Run 1, met1 routing:
Scale bar: 20 um.
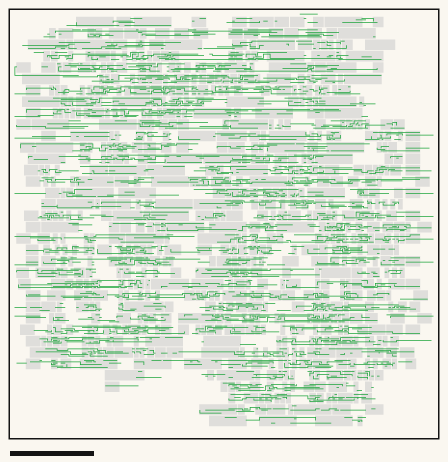
Run 1, signal wires on met2:
Scale bar: 20 um.
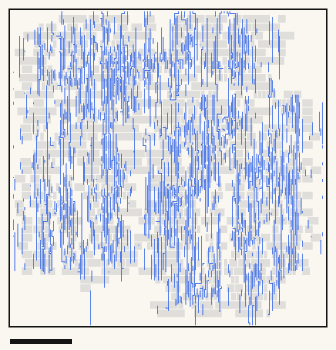
Run 1, M3 wires:
Scale bar: 20 um.
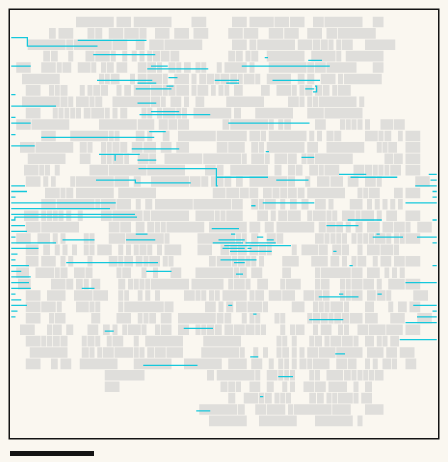
Run 1, M4 wires:
Scale bar: 20 um.
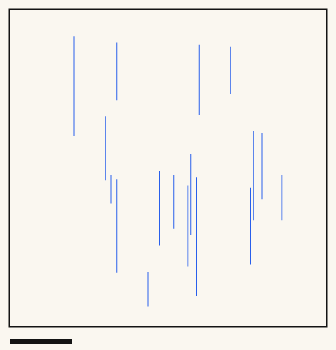
### config.mk
export PLATFORM = sky130hd
export DESIGN_NAME = cnn_layer_sequencer
export DESIGN_NICKNAME = d
export VERILOG_FILES = /design/src/rtl/cnn_pkg.sv /design/src/rtl/cnn_layer_sequencer_watchdog.sv /design/src/rtl/cnn_layer_sequencer.sv
export SDC_FILE = /design/constraint.sdc
export NUM_CORES = 1
export LEC_CHECK = 0
export ABC_AREA = 1
export CORE_UTILIZATION = 45
export CTS_BUF_LIST = sky130_fd_sc_hd__clkbuf_16
export DETAILED_ROUTE_END_ITERATION = 10
export PLACE_DENSITY = 0.69
export SYNTH_ARGS = -nofsm -noshare
export SYNTH_HDL_FRONTEND = slang
export SYNTH_SLANG_ARGS = --single-unit
### constraint.sdc
create_clock -name clk -period 1.95 [get_ports clk]
set_input_delay 0.195 -clock clk [delete_from_list [all_inputs] [get_ports clk]]
set_output_delay 0.195 -clock clk [all_outputs]
set_load 0.01 [all_outputs]
### src/rtl/cnn_pkg.sv
// cnn_pkg: shared types and layer indices for the CNN inference pipeline.
// Layer order is fixed: conv1, pool1, conv2, pool2, fc.
package cnn_pkg;

  localparam int NUM_LAYERS = 5;

  localparam int STG_CONV1 = 0;
  localparam int STG_POOL1 = 1;
  localparam int STG_CONV2 = 2;
  localparam int STG_POOL2 = 3;
  localparam int STG_FC    = 4;

  typedef enum logic [2:0] {
    IDLE,
    SELECT,
    LAUNCH,
    WAIT,
    FINISH,
    ERR
  } seq_state_t;

endpackage

### src/rtl/cnn_layer_sequencer_watchdog.sv
// stage_watchdog: counts cycles spent waiting on one engine and flags
// the cycle in which the count reaches limit-1; limit 0 disables it.
module stage_watchdog #(
  parameter int W = 20
) (
  input  logic         clk,
  input  logic         reset,
  input  logic         clear,
  input  logic         enable,
  input  logic [W-1:0] limit,
  output logic         expired
);

  logic [W-1:0] cnt;

  always_ff @(posedge clk or posedge reset) begin
    if (reset) begin
      cnt <= '0;
    end else if (clear) begin
      cnt <= '0;
    end else if (enable && cnt != '1) begin
      cnt <= cnt + 1'b1;
    end
  end

  assign expired = enable
                && (limit != '0)
                && (cnt == limit - 1'b1);

endmodule

### src/rtl/cnn_layer_sequencer.sv
// cnn_layer_sequencer: walks the layer chain, launching each enabled
// engine in turn and guarding every wait with a watchdog.
module cnn_layer_sequencer
  import cnn_pkg::*;
#(
  parameter int NUM_STAGES = NUM_LAYERS,
  parameter int TIMEOUT_W  = 20,
  parameter int CYC_W      = 24
) (
  input  logic                  clk,
  input  logic                  reset,
  input  logic                  start,
  input  logic                  abort,
  input  logic [NUM_STAGES-1:0] stage_en,
  input  logic [TIMEOUT_W-1:0]  timeout_lim,
  input  logic [NUM_STAGES-1:0] stage_done,
  output logic [NUM_STAGES-1:0] stage_start,
  output logic [2:0]            cur_stage,
  output logic                  busy,
  output logic                  done,
  output logic                  error,
  output logic [2:0]            err_stage,
  output logic [CYC_W-1:0]      total_cycles
);

  seq_state_t state_q, state_d;

  logic [NUM_STAGES-1:0] en_q;
  logic [2:0]            cur_q, cur_d;
  logic [2:0]            sel_idx;
  logic                  sel_found;
  logic                  accept;
  logic                  timeout;
  logic                  wd_expired;
  logic                  cur_done;

  assign accept   = (state_q == IDLE) && start;
  assign cur_done = stage_done[cur_q];

  stage_watchdog #(
    .W(TIMEOUT_W)
  ) u_wd (
    .clk    (clk),
    .reset  (reset),
    .clear  (state_q == LAUNCH),
    .enable (state_q == WAIT),
    .limit  (timeout_lim),
    .expired(wd_expired)
  );

  // Lowest enabled stage at or above cur_q; indices past the
  // last stage never match, which reads as "none left".
  always_comb begin
    sel_found = 1'b0;
    sel_idx   = '0;
    for (int i = NUM_STAGES - 1; i >= 0; i--) begin
      if (i >= int'(cur_q) && en_q[i]) begin
        sel_found = 1'b1;
        sel_idx   = 3'(i);
      end
    end
  end

  always_comb begin
    state_d = state_q;
    cur_d   = cur_q;
    timeout = 1'b0;
    if (state_q != IDLE && abort) begin
      state_d = IDLE;
    end else begin
      unique case (state_q)
        IDLE: begin
          if (start) begin
            cur_d   = '0;
            state_d = SELECT;
          end
        end
        SELECT: begin
          if (sel_found) begin
            cur_d   = sel_idx;
            state_d = LAUNCH;
          end else begin
            state_d = FINISH;
          end
        end
        LAUNCH: state_d = WAIT;
        WAIT: begin
          if (cur_done) begin
            cur_d   = cur_q + 1'b1;
            state_d = SELECT;
          end else if (wd_expired) begin
            timeout = 1'b1;
            state_d = ERR;
          end
        end
        FINISH:  state_d = IDLE;
        ERR:     state_d = IDLE;
        default: state_d = IDLE;
      endcase
    end
  end

  always_ff @(posedge clk or posedge reset) begin
    if (reset) begin
      state_q      <= IDLE;
      cur_q        <= '0;
      en_q         <= '0;
      error        <= 1'b0;
      err_stage    <= '0;
      total_cycles <= '0;
    end else begin
      state_q <= state_d;
      cur_q   <= cur_d;
      if (accept) begin
        en_q         <= stage_en;
        error        <= 1'b0;
        err_stage    <= '0;
        total_cycles <= '0;
      end else begin
        if (timeout) begin
          error     <= 1'b1;
          err_stage <= cur_q;
        end
        if (busy && total_cycles != '1) begin
          total_cycles <= total_cycles + 1'b1;
        end
      end
    end
  end

  // An abort in the same cycle suppresses the launch and the done pulse.
  always_comb begin
    stage_start = '0;
    if (state_q == LAUNCH && !abort) begin
      stage_start[cur_q] = 1'b1;
    end
  end

  assign busy      = (state_q == SELECT)
                  || (state_q == LAUNCH)
                  || (state_q == WAIT);
  assign done      = (state_q == FINISH) && !abort;
  assign cur_stage = cur_q;

endmodule

==> impl_results.rst, run 1 <==
Metrics
=======

.. list-table::
   :header-rows: 1

   * - Metric
     - Value
   * - Status
     - completed
   * - Sequential cell count of the final layout
     - 59
   * - Master of the slowest instance on the critical path
     - dfrtp_1
   * - Total count of max-transition violations in the final report
     - 0
   * - Total area of sequential cells
     - 0.00148 mm^2
   * - Fillers
     - 875
   * - Layout area overhead
     - 40.9%
   * - Register share of the cell area
     - 23.3%
   * - Largest stage delay, worst path
     - 0.39 ns
   * - CTS tree
     - done
   * - Largest family of logic cells by area
     - simple AND/OR/NAND/NOR gates
   * - Fraction of area in multi-input gates
     - 44.3%
   * - Total die area
     - 0.0104 mm^2
   * - Setup crit end kind
     - flop
   * - Number of buffers inserted during clock tree synthesis
     - 9
   * - Max-area cell share
     - 32.7%
   * - Flops after synth
     - 59
   * - Syn nets
     - 689
   * - Routed length on met2
     - 5.93 mm
   * - Post-Place Setup Slack
     - -0.311 ns
   * - Clock network contribution to total cell area
     - 4.11%
   * - Core Util at FP
     - 46.4%
   * - Total core area
     - 0.00973 mm^2
   * - Final TNS setup
     - 0 ns
   * - Count of non-filler cells in the finished layout
     - 929
   * - Top class by area
     - logic gates
   * - Placed cell count
     - 896
   * - Grt total ovfl
     - 0
   * - Maximum level of the CTS H-tree
     - 3
   * - GR Util met1
     - 32.8%
   * - Wire length of the first global-routing pass
     - 20.3 mm
   * - Diode insertion count for antenna repair
     - 0
   * - Post-detailed-route via-to-cell ratio
     - 5.22
   * - Count of input and output buffers
     - 71
   * - Yosys Chip Area
     - 0.00451 mm^2
   * - FF-to-FF setup slack
     - 0.06 ns
   * - Number of buffers outside the clock class in the layout
     - 140
   * - Clock Tree Root
     - clkbuf_16
   * - Hold-fix buffers, CTS
     - 0
   * - Last element of the critical path
     - total_cycles[17]
   * - Actual transition at the worst max-transition pin
     - 0.382 ns
   * - Count of multi-input combinational gates
     - 494
   * - CP startpoint kind
     - flop
   * - Topmost layer with routed signal wires
     - met4
   * - Setup repair after global routing missed its margin
     - yes
   * - Source-to-sink clock delay at the later pin of the worst-skew pair
     - 0.33 ns
   * - Worst R2R Path Depth
     - 12
   * - Tap Cells
     - 133
   * - Complex-gate fraction of the synthesized area
     - 9.82%
   * - Gr busiest metal
     - met2
   * - Mux cell area share after synthesis
     - 0%
   * - Min Clock Period, post-route
     - 1.89 ns
   * - Xor and xnor area share after synthesis
     - 5.21%
   * - Largest register by flop count
     - total_cycles
   * - Number of flip-flops in the largest register
     - 24
   * - Layout cell share with drive strength beyond 1
     - 23.0%
   * - Total met3 wirelength after detailed routing
     - 788 um
   * - FF-to-FF Start
     - total_cycles[1]
   * - Clock group share of total power
     - 25.3%
   * - Max rail drop VDD
     - 0.477 mV
   * - Initial antenna violation count
     - 0
   * - Count of warnings emitted by yosys
     - 0
   * - Switching Share
     - 39.8%
   * - Final core utilization
     - 65.3%
   * - Final worst-path setup slack
     - 0.0608 ns
   * - Post-route fraction of the period consumed by the critical path
     - 96.9%
   * - I/O pin cnt
     - 72
   * - Destination of the worst register-to-register timing path
     - total_cycles[17]
   * - Count of instantiated cells in the yosys netlist
     - 648
   * - Starting DRT DRC Count
     - 228
   * - Sw power
     - 0.00218 W
   * - Max Cap Viol
     - 0
   * - Post-synthesis share of cell area spent on full adders, half adders and majority gates
     - 1.94%
   * - Die Y-Extent
     - 102 um
   * - Setup Skew
     - 0.00628 ns
   * - Worst hold slack
     - 0.0513 ns
   * - Routed length per instance
     - 14.0 um
   * - Number of iterations in the first detailed-routing pass
     - 5
   * - Number of nets in the finished design
     - 832
   * - Max Fanout on Critical Path
     - 8
   * - Count of buffers added by post-CTS timing repair for setup
     - 0
   * - Largest registers
     - total_cycles (24), u_wd.cnt (20), en_q (5)
   * - M1 wire length
     - 5.92 mm
   * - Maximum number of pins on one net before global-route repair
     - 57
   * - Clock buffer count
     - 9
   * - Total count of hold-check failures in the final report
     - 0
   * - Post-Synth Simple-Gate Area
     - 41.8%
   * - Largest area contributor in the netlist
     - dfrtp_1
   * - P_leak
     - 2.92 nW
   * - Number of remaining DRC errors
     - 0
   * - Sequential Power Share
     - 28.0%
   * - Area occupied by multi-input gates
     - 0.00282 mm^2
   * - Part of the total power dissipated in combinational logic
     - 46.7%
   * - Avg Synthesized Cell Area
     - 6.96 um^2
   * - Data arrival time of the critical path
     - 2.10 ns
   * - Area of all placed cells without fillers
     - 0.00636 mm^2
   * - Post-route total power
     - 0.00549 W
   * - DPL Wire Length
     - 9.55 mm
   * - Distinct cell type count of the synthesized netlist
     - 45
   * - Placed cell area
     - 0.00574 mm^2
   * - Power density normalized to cell area
     - 863 mW/mm^2
   * - Final setup violation count
     - 0
   * - Worst-case clock buffer depth
     - 2
   * - Clock tree sinks
     - 59
   * - Top logic cell by instance count in the layout
     - nand2_1
   * - Most used cells in the layout excluding fill and tap cells
     - nand2_1, inv_1, buf_4, clkdlybuf4s50_1, nor2_1
   * - Number of standard cells after synthesis
     - 648
   * - Internal power component
     - 0.00330 W
   * - Tot GR Track Use
     - 24.9%
   * - Required time at the worst-slack endpoint
     - 2.16 ns
Notes on 'met1 routing' above:
main direction = horizontal
longest straight run = 51.5 um
wire length on this layer = 5920 um
nets with wire on the layer = 765

Notes on 'signal wires on met2' above:
share of all routed wire = 46%
longest straight run = 48.6 um
Post-Route WL: 13.0 mm
routed vias: 4853
met2 Track Usage GR: 40.0%

Notes on 'M3 wires' above:
main direction = horizontal
wire length on this layer = 788 um
longest straight run = 29.2 um
nets with wire on the layer = 102
share of all routed wire = 6.1%
grt met3 use: 4.92%

Notes on 'M4 wires' above:
wire length on this layer = 377 um
nets with wire on the layer = 13
longest straight run = 38.1 um

-- run 1: worst max-delay path: cells and delay by family, from the launching register on --
kind	cells	cell delay [ns]
adders and majority gates	1	0.18
and+or+nand+nor	9	1.00
buffers and inverters	1	0.12
DFF	1	0.39
AOI/OAI and AO/OA	1	0.08
-- run 1: power by group through the flow --
| stage | Combinational [W] | Sequential, W | Clock [W] |
|---|---|---|---|
| after floorplan | 0.00128 | 0.00156 | 0 |
| after global placement | 0.00207 | 0.00153 | 0 |
| after detailed placement | 0.00211 | 0.00153 | 0 |
| after CTS | 0.00214 | 0.00152 | 0.00142 |
| after global routing | 0.00278 | 0.00156 | 0.00146 |
| final | 0.00256 | 0.00154 | 0.00139 |
-- run 1: synthesized netlist by cell type (all sizes together) --
| library cell | number |
|---|---|
| nand2 | 178 |
| nor2 | 90 |
| inv | 84 |
| dfrtp | 59 |
| nand3 | 48 |
| o21ai | 38 |
| nor3 | 37 |
| a21oi | 19 |
| nand4 | 17 |
| xor2 | 17 |
| xnor2 | 9 |
| buf | 8 |
| ha | 7 |
| nor4 | 6 |
| a31oi | 5 |
| o31ai | 5 |
| nand3b | 4 |
| clkbuf | 3 |
| nor3b | 3 |
| o21a | 2 |
| a21boi | 1 |
| a22oi | 1 |
| a32oi | 1 |
| a41oi | 1 |
| and2 | 1 |
| nor4b | 1 |
| o21bai | 1 |
| o311a | 1 |
| o41ai | 1 |
-- run 1: how the worst min path moves through the flow --
stage                       to  slack [ns]  cells after the start
2_1_floorplan          en_q[4]        0.31                      2
3_3_place_gp   total_cycles[1]        0.40                      2
3_5_place_dp   total_cycles[2]        0.40                      2
4_1_cts        total_cycles[2]        0.04                      2
5_1_grt        total_cycles[2]        0.07                      2
6_report       total_cycles[2]        0.05                      2
## Run 2: what changed since run 1
--- a/config.mk
+++ b/config.mk
@@ -9,6 +9,7 @@
 export CORE_UTILIZATION = 45
 export CTS_BUF_LIST = sky130_fd_sc_hd__clkbuf_16
 export DETAILED_ROUTE_END_ITERATION = 10
+export GPL_ROUTABILITY_DRIVEN = 1
 export PLACE_DENSITY = 0.69
 export SYNTH_ARGS = -nofsm -noshare
 export SYNTH_HDL_FRONTEND = slang
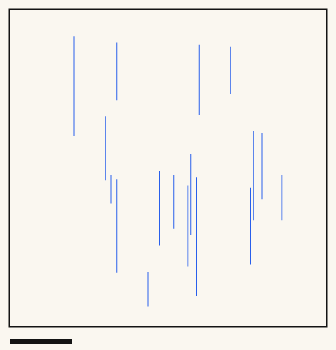
Run 2: M4 wires
Scale bar: 20 um.
share of all routed wire = 2.9%
main direction = vertical
wire length on this layer = 377 um

==> impl_results.rst, run 2 <==
Metrics
=======

.. list-table::
   :header-rows: 1

   * - Metric
     - Value
   * - Largest register by flop count
     - total_cycles (unchanged)
   * - EDFF count, synth
     - 0 (unchanged)
   * - Routed length on met2
     - 5.93 mm (unchanged)
   * - Sw power
     - 0.00218 W (unchanged)
   * - Setup Skew
     - 0.00628 ns (unchanged)
   * - Total count of max-transition violations in the final report
     - 0 (unchanged)
   * - Placed cell area
     - 0.00574 mm^2 (unchanged)
   * - I/O pin cnt
     - 72 (unchanged)
   * - Maximum number of pins on one net before global-route repair
     - 57 (unchanged)
   * - Count of buffers added by post-CTS timing repair for setup
     - 0 (unchanged)
   * - Starting DRT DRC Count
     - 228 (unchanged)
   * - Largest area contributor in the netlist
     - dfrtp_1 (unchanged)
   * - Total count of hold-check failures in the final report
     - 0 (unchanged)
   * - Post-Route WL
     - 13.0 mm (unchanged)
   * - Largest power group
     - combinational logic (unchanged)
   * - Layout area overhead
     - 40.9% (unchanged)
   * - P_seq
     - 0.00154 W (about the same)
   * - Clock network contribution to total cell area
     - 4.11% (unchanged)
   * - Number of ordinary inverters in the final layout
     - 87 (unchanged)
   * - Clock Tree Root
     - clkbuf_16 (unchanged)
   * - Cells along the critical path
     - ha_4 -> nand2_4 -> nor3_4 -> nand3_2 -> nor2_2 -> nand2_2 -> nand2_4 -> inv_1 -> nand3_2 -> o21ai_0 -> nand2_1 -> nor2_1 (unchanged)
   * - Internal power component
     - 0.00330 W (unchanged)
   * - Number of remaining DRC errors
     - 0 (unchanged)
   * - Peak clock frequency supported by timing
     - 529 MHz (unchanged)
   * - Final setup violation count
     - 0 (unchanged)
   * - Ranking of synthesized cells by instance count
     - nand2_1, inv_1, nor2_1 (unchanged)
   * - CTS resizes
     - 10 (unchanged)
   * - Count of input and output buffers
     - 71 (unchanged)
   * - Master of the slowest instance on the critical path
     - dfrtp_1 (unchanged)
   * - Most instantiated library cell after synthesis
     - nand2_1 (unchanged)
   * - Total die area
     - 0.0104 mm^2 (unchanged)
   * - Area occupied by multi-input gates
     - 0.00282 mm^2 (unchanged)
   * - Core Util at FP
     - 46.4% (unchanged)
   * - Setup repair after global routing missed its margin
     - yes (unchanged)
   * - Non-clock buffer contribution to total cell area
     - 20.3% (unchanged)
   * - Routed vias
     - 4853 (unchanged)
   * - ANT nets after route
     - 0 (unchanged)
   * - Top logic cell by instance count in the layout
     - nand2_1 (unchanged)
   * - Count of multi-input combinational gates
     - 494 (unchanged)
   * - Initial antenna violation count
     - 0 (unchanged)
   * - Clock distribution power
     - 0.00139 W (about the same)
   * - Max rail drop VDD
     - 0.477 mV (unchanged)
   * - Switching Share
     - 39.8% (unchanged)
   * - Synth top area cells
     - dfrtp_1, nand2_1, inv_1 (unchanged)
   * - Ys flop type
     - dfrtp_1 (unchanged)
   * - Die Y-Extent
     - 102 um (unchanged)
   * - Power density normalized to cell area
     - 863 mW/mm^2 (unchanged)
   * - Post-synthesis sequential area ratio
     - 32.7% (unchanged)
   * - Number of buffers outside the clock class in the layout
     - 140 (unchanged)
   * - P_leak
     - 2.92 nW (unchanged)
   * - Max-area cell share
     - 32.7% (unchanged)
   * - Asr flop ratio synth
     - 100% (unchanged)
   * - Total met3 wirelength after detailed routing
     - 788 um (unchanged)
   * - Area of all placed cells without fillers
     - 0.00636 mm^2 (unchanged)
   * - Syn nets
     - 689 (unchanged)
   * - Post-route fraction of the period consumed by the critical path
     - 96.9% (unchanged)
   * - Status
     - completed (unchanged)
   * - Tap Cells
     - 133 (unchanged)
   * - Sequential cell count of the final layout
     - 59 (unchanged)
   * - Distinct cell type count of the synthesized netlist
     - 45 (unchanged)
   * - Most used cells in the layout excluding fill and tap cells
     - nand2_1, inv_1, buf_4, clkdlybuf4s50_1, nor2_1 (unchanged)
   * - Maximum level of the CTS H-tree
     - 3 (unchanged)
   * - Diode insertion count for antenna repair
     - 0 (unchanged)
   * - Total area of sequential cells
     - 0.00148 mm^2 (unchanged)
   * - Grt total ovfl
     - 0 (unchanged)
   * - Global placer's final weighted congestion
     - 0.936 (unchanged)
   * - Number of flip-flops in the largest register
     - 24 (unchanged)
   * - Max Cap Viol
     - 0 (unchanged)
   * - Number of standard cells after synthesis
     - 648 (unchanged)
   * - Worst hold slack
     - 0.0513 ns (unchanged)
   * - Number of nets in the finished design
     - 832 (unchanged)
   * - Layout cell share with drive strength beyond 1
     - 23.0% (unchanged)
   * - Routed length per instance
     - 14.0 um (unchanged)
   * - Vias in the first global route
     - 4455 (unchanged)
   * - Placed cell count
     - 896 (unchanged)
   * - Hold-fix buffers, CTS
     - 0 (unchanged)
   * - Sequential Power Share
     - 28.0% (about the same)
   * - Clock group share of total power
     - 25.3% (about the same)
   * - Actual transition at the worst max-transition pin
     - 0.382 ns (unchanged)
   * - Warning total across the stage logs
     - 30 (unchanged)
   * - Largest registers
     - total_cycles (24), u_wd.cnt (20), en_q (5) (unchanged)
   * - Worst-case clock buffer depth
     - 2 (unchanged)
   * - Post-detailed-route via-to-cell ratio
     - 5.22 (unchanged)
   * - Standard-cell rows
     - 36 (unchanged)
   * - Count of non-filler cells in the finished layout
     - 929 (unchanged)
   * - Yosys Chip Area
     - 0.00451 mm^2 (unchanged)
   * - Netlist area before placement
     - 0.00451 mm^2 (unchanged)
   * - Number of iterations in the first detailed-routing pass
     - 5 (unchanged)
   * - CTS tree
     - done (unchanged)
   * - Data arrival time of the critical path
     - 2.10 ns (about the same)
   * - Total core area
     - 0.00973 mm^2 (unchanged)
   * - Fillers
     - 875 (unchanged)
   * - Required time at the worst-slack endpoint
     - 2.16 ns (about the same)
   * - Crit Path Category
     - reg -> reg (unchanged)
   * - Count of instantiated cells in the yosys netlist
     - 648 (unchanged)
   * - DPL Wire Length
     - 9.55 mm (unchanged)
   * - Clock tree sinks
     - 59 (unchanged)
   * - Part of the total power dissipated in combinational logic
     - 46.7% (about the same)
   * - Max Fanout on Critical Path
     - 8 (unchanged)
   * - Die width
     - 102 um (unchanged)
   * - Relative slew margins
     - 74.3% (unchanged)
   * - CP startpoint kind
     - flop (unchanged)
   * - M1 wire length
     - 5.92 mm (unchanged)
   * - Count of warnings emitted by yosys
     - 0 (unchanged)
   * - Wire length of the first global-routing pass
     - 20.3 mm (unchanged)
   * - Fraction of area in multi-input gates
     - 44.3% (unchanged)
   * - Number of buffers inserted during clock tree synthesis
     - 9 (unchanged)
   * - Source-to-sink clock delay at the later pin of the worst-skew pair
     - 0.33 ns (about the same)
   * - Hold Path Class
     - in -> async (unchanged)
   * - Avg Synthesized Cell Area
     - 6.96 um^2 (unchanged)
   * - Min Clock Period, post-route
     - 1.89 ns (unchanged)
   * - Setup crit end kind
     - flop (unchanged)
   * - Topmost layer with routed signal wires
     - met4 (unchanged)
   * - Clock-pin slew reported for the worst setup and hold paths after clock tree synthesis
     - 0.05 ns (about the same)
   * - Register share of the cell area
     - 23.3% (unchanged)
   * - Largest stage delay, worst path
     - 0.39 ns (about the same)
   * - Flops after synth
     - 59 (unchanged)
   * - Top class by area
     - logic gates (unchanged)
   * - Clock buffer count
     - 9 (unchanged)
   * - Combinational group power
     - 0.00256 W (about the same)
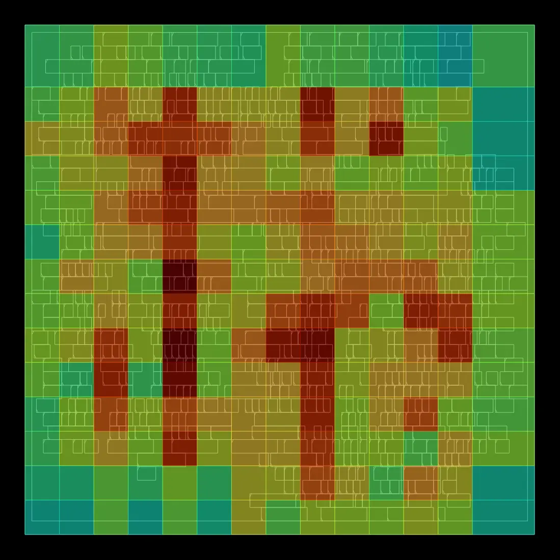
Run 2: routing congestion
Tot GR Track Use: 24.9%
gr busiest metal: met2

==> run 2: cell counts in the layout (fill, tap and decap cells not counted) <==
Identical to the previous run, type by type.
==> run 2: cell families (layout without fill, tap and decap cells) <==
logic type	count (synthesis)	count (layout)	synth area share (%)
XOR/XNOR	26	26	5.21
AND/OR/NAND/NOR	385	385	41.8
buffers and inverters	95	243	8.54
flip-flops	59	59	32.7
adder cells (fa/ha/maj)	7	7	1.94
AND-OR/OR-AND	76	76	9.82
==> run 2: worst max-delay path, delay by kind of cell (launching register included) <==
family	cells	cell delay [ns]
AND-OR/OR-AND	1	0.08
buffers and inverters	1	0.12
AND/OR/NAND/NOR	9	1.00
adder cells (fa/ha/maj)	1	0.18
flip-flops	1	0.39
==> run 2: worst paths after layout <==
path	depth (start not counted)	slack, ns	to	startpoint
worst max-delay path	12	0.06	total_cycles[17]	total_cycles[1]
worst min-delay path	2	0.05	total_cycles[2]	reset
worst max register to register	12	0.06	total_cycles[17]	total_cycles[1]
worst min register to register	2	0.48	en_q[4]	en_q[4]
max in group asynchronous	3	1.37	cur_stage[2]	reset
min in group clk	3	0.40	en_q[1]	stage_en[1]
==> run 2: stage by stage <==
step | setup slack [ns] | util (%) | TNS, ns | power (W)
after floorplan | 0.0651 | - | 0 | 0.00284
after global placement | -0.223 | 59.0 | -1.21 | 0.00360
after detailed placement | -0.311 | 59.0 | -1.57 | 0.00365
after CTS | 0.0241 | 61.8 | 0 | 0.00508
after global routing | -0.0469 | 65.3 | -0.207 | 0.00580
final | 0.0608 | 65.3 | 0 | 0.00549
==> run 2: layer usage <==
metal | GRT usage (%) | up-vias
li1 | - | 2410
met1 | 32.8 | 2234
met2 | 40.0 | 174
met3 | 4.92 | 35
met4 | 10.8 | 0
met5 | 0 | -
Power and IR drop assume default switching activity.
